registers.png
Bar = 20 um. Other sequential cells in the stronger gray, the rest of the logic in the fainter gray.
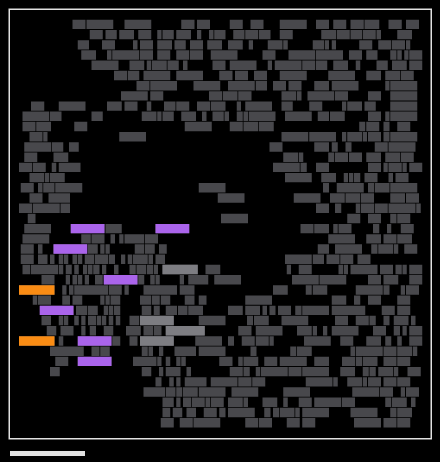
final_clocks.png
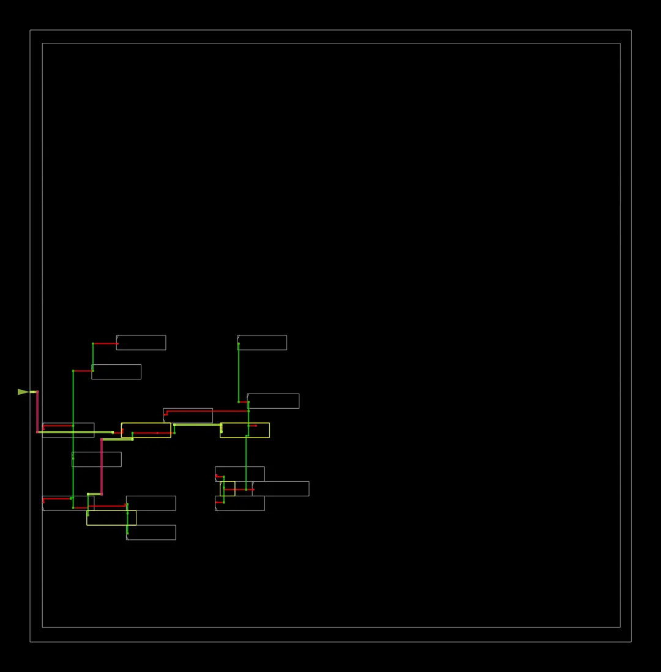
### src/rtl/avalon_mm_arbiter_pkg.sv
// avalon_mm_pkg: shared widths, watchdog default and arbiter FSM encoding
package avalon_mm_pkg;
   localparam int DW_DEF = 32;
   localparam int AW_DEF = 32;
   localparam int N_DEF = DW_DEF / 8;
   localparam int TIMEOUT_DEF = 64;
   typedef enum logic {IDLE = 1'b0, BUSY = 1'b1} state_t;
   // pointer width that stays legal for a single master
   function automatic int ptr_w(input int nm);
      return nm > 1 ? $clog2(nm) : 1;
   endfunction
endpackage

### src/rtl/avalon_mm_arbiter_if.sv
// avalon_mm_arbiter_if: master-side request bundle plus the shared slave port
interface avalon_mm_arbiter_if import avalon_mm_pkg::*; #(
   parameter int NM = 2,
   parameter int DW = DW_DEF,
   parameter int AW = AW_DEF,
   parameter int N = DW / 8
);
   logic [NM*AW-1:0] m_address;
   logic [NM-1:0] m_read;
   logic [NM-1:0] m_write;
   logic [NM*DW-1:0] m_writedata;
   logic [NM*N-1:0] m_byteenable;
   logic [NM-1:0] m_waitrequest;
   logic [DW-1:0] m_readdata;
   logic [AW-1:0] s_address;
   logic s_read;
   logic s_write;
   logic s_chipselect;
   logic [DW-1:0] s_writedata;
   logic [N-1:0] s_byteenable;
   logic s_waitrequest;
   logic [DW-1:0] s_readdata;
   // master: the arbiter, which masters the shared slave; slave: its environment
   modport master (
      input m_address, m_read, m_write, m_writedata, m_byteenable, s_waitrequest, s_readdata,
      output m_waitrequest, m_readdata, s_address, s_read, s_write, s_chipselect, s_writedata, s_byteenable
   );
   modport slave (
      output m_address, m_read, m_write, m_writedata, m_byteenable, s_waitrequest, s_readdata,
      input m_waitrequest, m_readdata, s_address, s_read, s_write, s_chipselect, s_writedata, s_byteenable
   );
endinterface

### src/rtl/avalon_mm_arbiter_pick.sv
// rr_priority_pick: first requester at or above ptr, wrapping modulo NM
module rr_priority_pick #(
   parameter int NM = 2,
   parameter int PW = 1
) (
   input  logic [NM-1:0] req,
   input  logic [PW-1:0] ptr,
   output logic [NM-1:0] grant,
   output logic [PW-1:0] idx,
   output logic any
);
   logic [PW-1:0] j;
   // scan farthest-first so the nearest requester overwrites
   always_comb begin
      grant = '0;
      idx = '0;
      j = '0;
      for (int k = NM - 1; k >= 0; k--) begin
         j = PW'((int'(ptr) + k) % NM);
         if (req[j]) begin
            idx = j;
            grant = '0;
            grant[j] = 1'b1;
         end
      end
      any = |req;
   end
endmodule

### src/rtl/avalon_mm_arbiter.sv
// avalon_mm_arbiter: round-robin sharing of one Avalon-MM slave with a stall watchdog
module avalon_mm_arbiter import avalon_mm_pkg::*; #(
   parameter int NM = 2,
   parameter int DW = DW_DEF,
   parameter int AW = AW_DEF,
   parameter int N = DW / 8,
   parameter int TIMEOUT = TIMEOUT_DEF
) (
   input  logic clk,
   input  logic reset,
   avalon_mm_arbiter_if.master bus,
   output logic [NM-1:0] grant,
   output logic timeout_err
);
   localparam int PW = ptr_w(NM);
   localparam int WW = $clog2(TIMEOUT + 1);
   state_t state, state_nx;
   logic [PW-1:0] rr_ptr, g_idx, pick_idx, nxt_ptr;
   logic [NM-1:0] req, pick_oh;
   logic [WW-1:0] wdog;
   logic any, busy, done, abort;
   assign req = bus.m_read | bus.m_write;
   assign busy = state == BUSY;
   // a dropped request releases the grant like a completion
   assign done = busy && (!bus.s_waitrequest || !req[g_idx]);
   assign abort = busy && bus.s_waitrequest && req[g_idx] && wdog == WW'(TIMEOUT - 1);
   assign nxt_ptr = g_idx == PW'(NM - 1) ? '0 : g_idx + PW'(1);
   rr_priority_pick #(.NM(NM), .PW(PW)) u_pick (
      .req(req),
      .ptr(rr_ptr),
      .grant(pick_oh),
      .idx(pick_idx),
      .any(any)
   );
   always_ff @(posedge clk or negedge reset) begin
      if (!reset) begin
         state <= IDLE;
         grant <= '0;
         g_idx <= '0;
         rr_ptr <= '0;
         wdog <= '0;
         timeout_err <= 1'b0;
      end else begin
         state <= state_nx;
         timeout_err <= abort;
         if (!busy) begin
            grant <= pick_oh;
            g_idx <= pick_idx;
            wdog <= '0;
         end else if (done || abort) begin
            grant <= '0;
            rr_ptr <= nxt_ptr;
         end else if (wdog != WW'(TIMEOUT)) begin
            wdog <= wdog + WW'(1);
         end
      end
   end
   always_comb state_nx = !busy ? (any ? BUSY : IDLE) : (done || abort ? IDLE : BUSY);
   always_comb begin
      bus.s_address = busy ? bus.m_address[g_idx*AW +: AW] : '0;
      bus.s_writedata = busy ? bus.m_writedata[g_idx*DW +: DW] : '0;
      bus.s_byteenable = busy ? bus.m_byteenable[g_idx*N +: N] : '0;
      bus.s_write = busy && bus.m_write[g_idx];
      bus.s_read = busy && bus.m_read[g_idx] && !bus.m_write[g_idx];
      bus.s_chipselect = busy;
      bus.m_waitrequest = ~grant | {NM{bus.s_waitrequest}};
      bus.m_readdata = bus.s_readdata;
   end
endmodule

### src/flat_wrapper.sv
// flat-port wrapper written by rule: the top's interface ports become plain ports
module avalon_mm_arbiter_flat import avalon_mm_pkg::*;
#(
   parameter int NM = 2,
   parameter int DW = DW_DEF,
   parameter int AW = AW_DEF,
   parameter int N = DW / 8,
   parameter int TIMEOUT = TIMEOUT_DEF
)
  (clk, reset, grant, timeout_err, bus_m_address, bus_m_read, bus_m_write, bus_m_writedata, bus_m_byteenable, bus_s_waitrequest, bus_s_readdata, bus_m_waitrequest, bus_m_readdata, bus_s_address, bus_s_read, bus_s_write, bus_s_chipselect, bus_s_writedata, bus_s_byteenable);
  avalon_mm_arbiter_if #(.NM(NM), .DW(DW), .AW(AW), .N(N)) bus_i ();
  input  logic clk;
  input  logic reset;
  output logic [NM-1:0] grant;
  output logic timeout_err;
  input wire logic [$bits(bus_i.m_address)-1:0] bus_m_address;
  input wire logic [$bits(bus_i.m_read)-1:0] bus_m_read;
  input wire logic [$bits(bus_i.m_write)-1:0] bus_m_write;
  input wire logic [$bits(bus_i.m_writedata)-1:0] bus_m_writedata;
  input wire logic [$bits(bus_i.m_byteenable)-1:0] bus_m_byteenable;
  input wire logic [$bits(bus_i.s_waitrequest)-1:0] bus_s_waitrequest;
  input wire logic [$bits(bus_i.s_readdata)-1:0] bus_s_readdata;
  output wire logic [$bits(bus_i.m_waitrequest)-1:0] bus_m_waitrequest;
  output wire logic [$bits(bus_i.m_readdata)-1:0] bus_m_readdata;
  output wire logic [$bits(bus_i.s_address)-1:0] bus_s_address;
  output wire logic [$bits(bus_i.s_read)-1:0] bus_s_read;
  output wire logic [$bits(bus_i.s_write)-1:0] bus_s_write;
  output wire logic [$bits(bus_i.s_chipselect)-1:0] bus_s_chipselect;
  output wire logic [$bits(bus_i.s_writedata)-1:0] bus_s_writedata;
  output wire logic [$bits(bus_i.s_byteenable)-1:0] bus_s_byteenable;
  assign bus_i.m_address = bus_m_address;
  assign bus_i.m_read = bus_m_read;
  assign bus_i.m_write = bus_m_write;
  assign bus_i.m_writedata = bus_m_writedata;
  assign bus_i.m_byteenable = bus_m_byteenable;
  assign bus_i.s_waitrequest = bus_s_waitrequest;
  assign bus_i.s_readdata = bus_s_readdata;
  assign bus_m_waitrequest = bus_i.m_waitrequest;
  assign bus_m_readdata = bus_i.m_readdata;
  assign bus_s_address = bus_i.s_address;
  assign bus_s_read = bus_i.s_read;
  assign bus_s_write = bus_i.s_write;
  assign bus_s_chipselect = bus_i.s_chipselect;
  assign bus_s_writedata = bus_i.s_writedata;
  assign bus_s_byteenable = bus_i.s_byteenable;
  avalon_mm_arbiter #(.NM(NM), .DW(DW), .AW(AW), .N(N), .TIMEOUT(TIMEOUT)) u_core (.clk(clk), .reset(reset), .bus(bus_i), .grant(grant), .timeout_err(timeout_err));
endmodule
### config.mk
export PLATFORM = sky130hd
export DESIGN_NAME = avalon_mm_arbiter_flat
export DESIGN_NICKNAME = d
export VERILOG_FILES = /design/src/rtl/avalon_mm_arbiter_pkg.sv /design/src/rtl/avalon_mm_arbiter_if.sv /design/src/rtl/avalon_mm_arbiter_pick.sv /design/src/rtl/avalon_mm_arbiter.sv /design/src/flat_wrapper.sv
export SDC_FILE = /design/constraint.sdc
export NUM_CORES = 1
export LEC_CHECK = 0
export ABC_AREA = 1
export CAP_MARGIN = 20
export CORE_AREA = 2 2 110 112
export CTS_BUF_LIST = sky130_fd_sc_hd__clkbuf_4 sky130_fd_sc_hd__clkbuf_8 sky130_fd_sc_hd__clkbuf_16
export CTS_CLUSTER_SIZE = 8
export DETAILED_ROUTE_END_ITERATION = 8
export DIE_AREA = 0 0 112 114
export MAX_ROUTING_LAYER = met4
export SYNTH_ARGS = -nofsm -noshare
export SYNTH_HDL_FRONTEND = slang
export SYNTH_SLANG_ARGS = --single-unit
### constraint.sdc
create_clock -name clk -period 1.3 [get_ports clk]
set_clock_uncertainty 0.1 [all_clocks]
set_input_delay 0.26 -clock clk [delete_from_list [all_inputs] [get_ports clk]]
set_output_delay 0.26 -clock clk [all_outputs]
set_load 0.05 [all_outputs]
==> impl_metrics.xml <==
<?xml version="1.0" encoding="UTF-8"?>
<metrics>
  <group name="drt">
    <metric name="drt-wirelength-per-cell" unit="um">15.84</metric>
    <metric name="vias" unit="">3184</metric>
    <metric name="postRouteWirelength" unit="um">11560</metric>
    <metric name="drc" unit="">0</metric>
  </group>
  <group name="cells_and_area">
    <metric name="area.share.combinational" unit="%">33.70</metric>
    <metric name="ratio_of_cells_with_drive_above_1_in_the_final_layout" unit="%">43.74</metric>
    <metric name="clk_share" unit="%">1.363</metric>
    <metric name="area_growth" unit="%">191.7</metric>
  </group>
  <group name="timing">
    <metric name="finalWorstSetupSlack" unit="ps">-549.9</metric>
    <metric name="hold_slack" unit="ps">225.5</metric>
    <metric name="finalHoldViolations" unit="">0</metric>
    <metric name="final-setup-viol-count" unit="">82</metric>
  </group>
  <group name="critical_path">
    <metric name="cp.arrival" unit="ps">1490</metric>
    <metric name="critical_path_depth" unit="">4</metric>
    <metric name="slowest_stage" unit="">sky130_fd_sc_hd__dfrtp_4</metric>
  </group>
  <group name="synth">
    <metric name="yosys.area_share.adder" unit="%">1.205</metric>
    <metric name="post_synth_main_area_contributors" unit="">sky130_fd_sc_hd__nor2_1, sky130_fd_sc_hd__o21ai_0, sky130_fd_sc_hd__dfrtp_1, sky130_fd_sc_hd__buf_4, sky130_fd_sc_hd__nand2_1</metric>
    <metric name="ys_warn_count" unit="">0</metric>
    <metric name="asyncSetResetFlopFracSynth" unit="%">100.0</metric>
  </group>
  <group name="outcome">
    <metric name="outcome" unit="">finished with violations</metric>
    <metric name="violations" unit="">setup timing</metric>
  </group>
  <group name="power_and_ir_drop">
    <metric name="leakage" unit="nW">2.422</metric>
  </group>
  <group name="cts">
    <metric name="ctsLongestPathBuffers" unit="">2</metric>
  </group>
</metrics>
About registers.png:
| color | name in the netlist | placed flops |
|---|---|---|
| purple | `u_core.wdog` | 7 |
| orange | `u_core.grant` | 2 |

About final_clocks.png:
later-pin clock latency in the skew report: 240 ps
clk_buf instances: 4
Clk. pwr: 0.606 mW

power breakdown:
part / leakage (nW) / total [mW] / switching, mW / internal [mW]
Sequential: 0.165 / 0.714 / 0.168 / 0.546
Combinational: 2.21 / 16.6 / 9.08 / 7.47
Clock: 0.0416 / 0.606 / 0.172 / 0.435
Total: 2.42 / 17.9 / 9.42 / 8.45
metal layers:
layer | wire length (um) | up-vias | global-route usage (%)
met5 | 0 | - | -
met2 | 6212 | 122 | 32.40
met4 | 70 | 0 | 1.463
met1 | 4617 | 1468 | 20.30
li1 | - | 1580 | -
met3 | 664 | 14 | 3.082
flip-flops by register name (all words and copies together), names as in the netlist:
register	cells
u_core.timeout_err	1
u_core.wdog	7
u_core.bus.s_chipselect	1
u_core.g_idx	1
u_core.rr_ptr	1
u_core.grant	2
Power figures rest on the tool's default switching activity, not on a simulated workload.
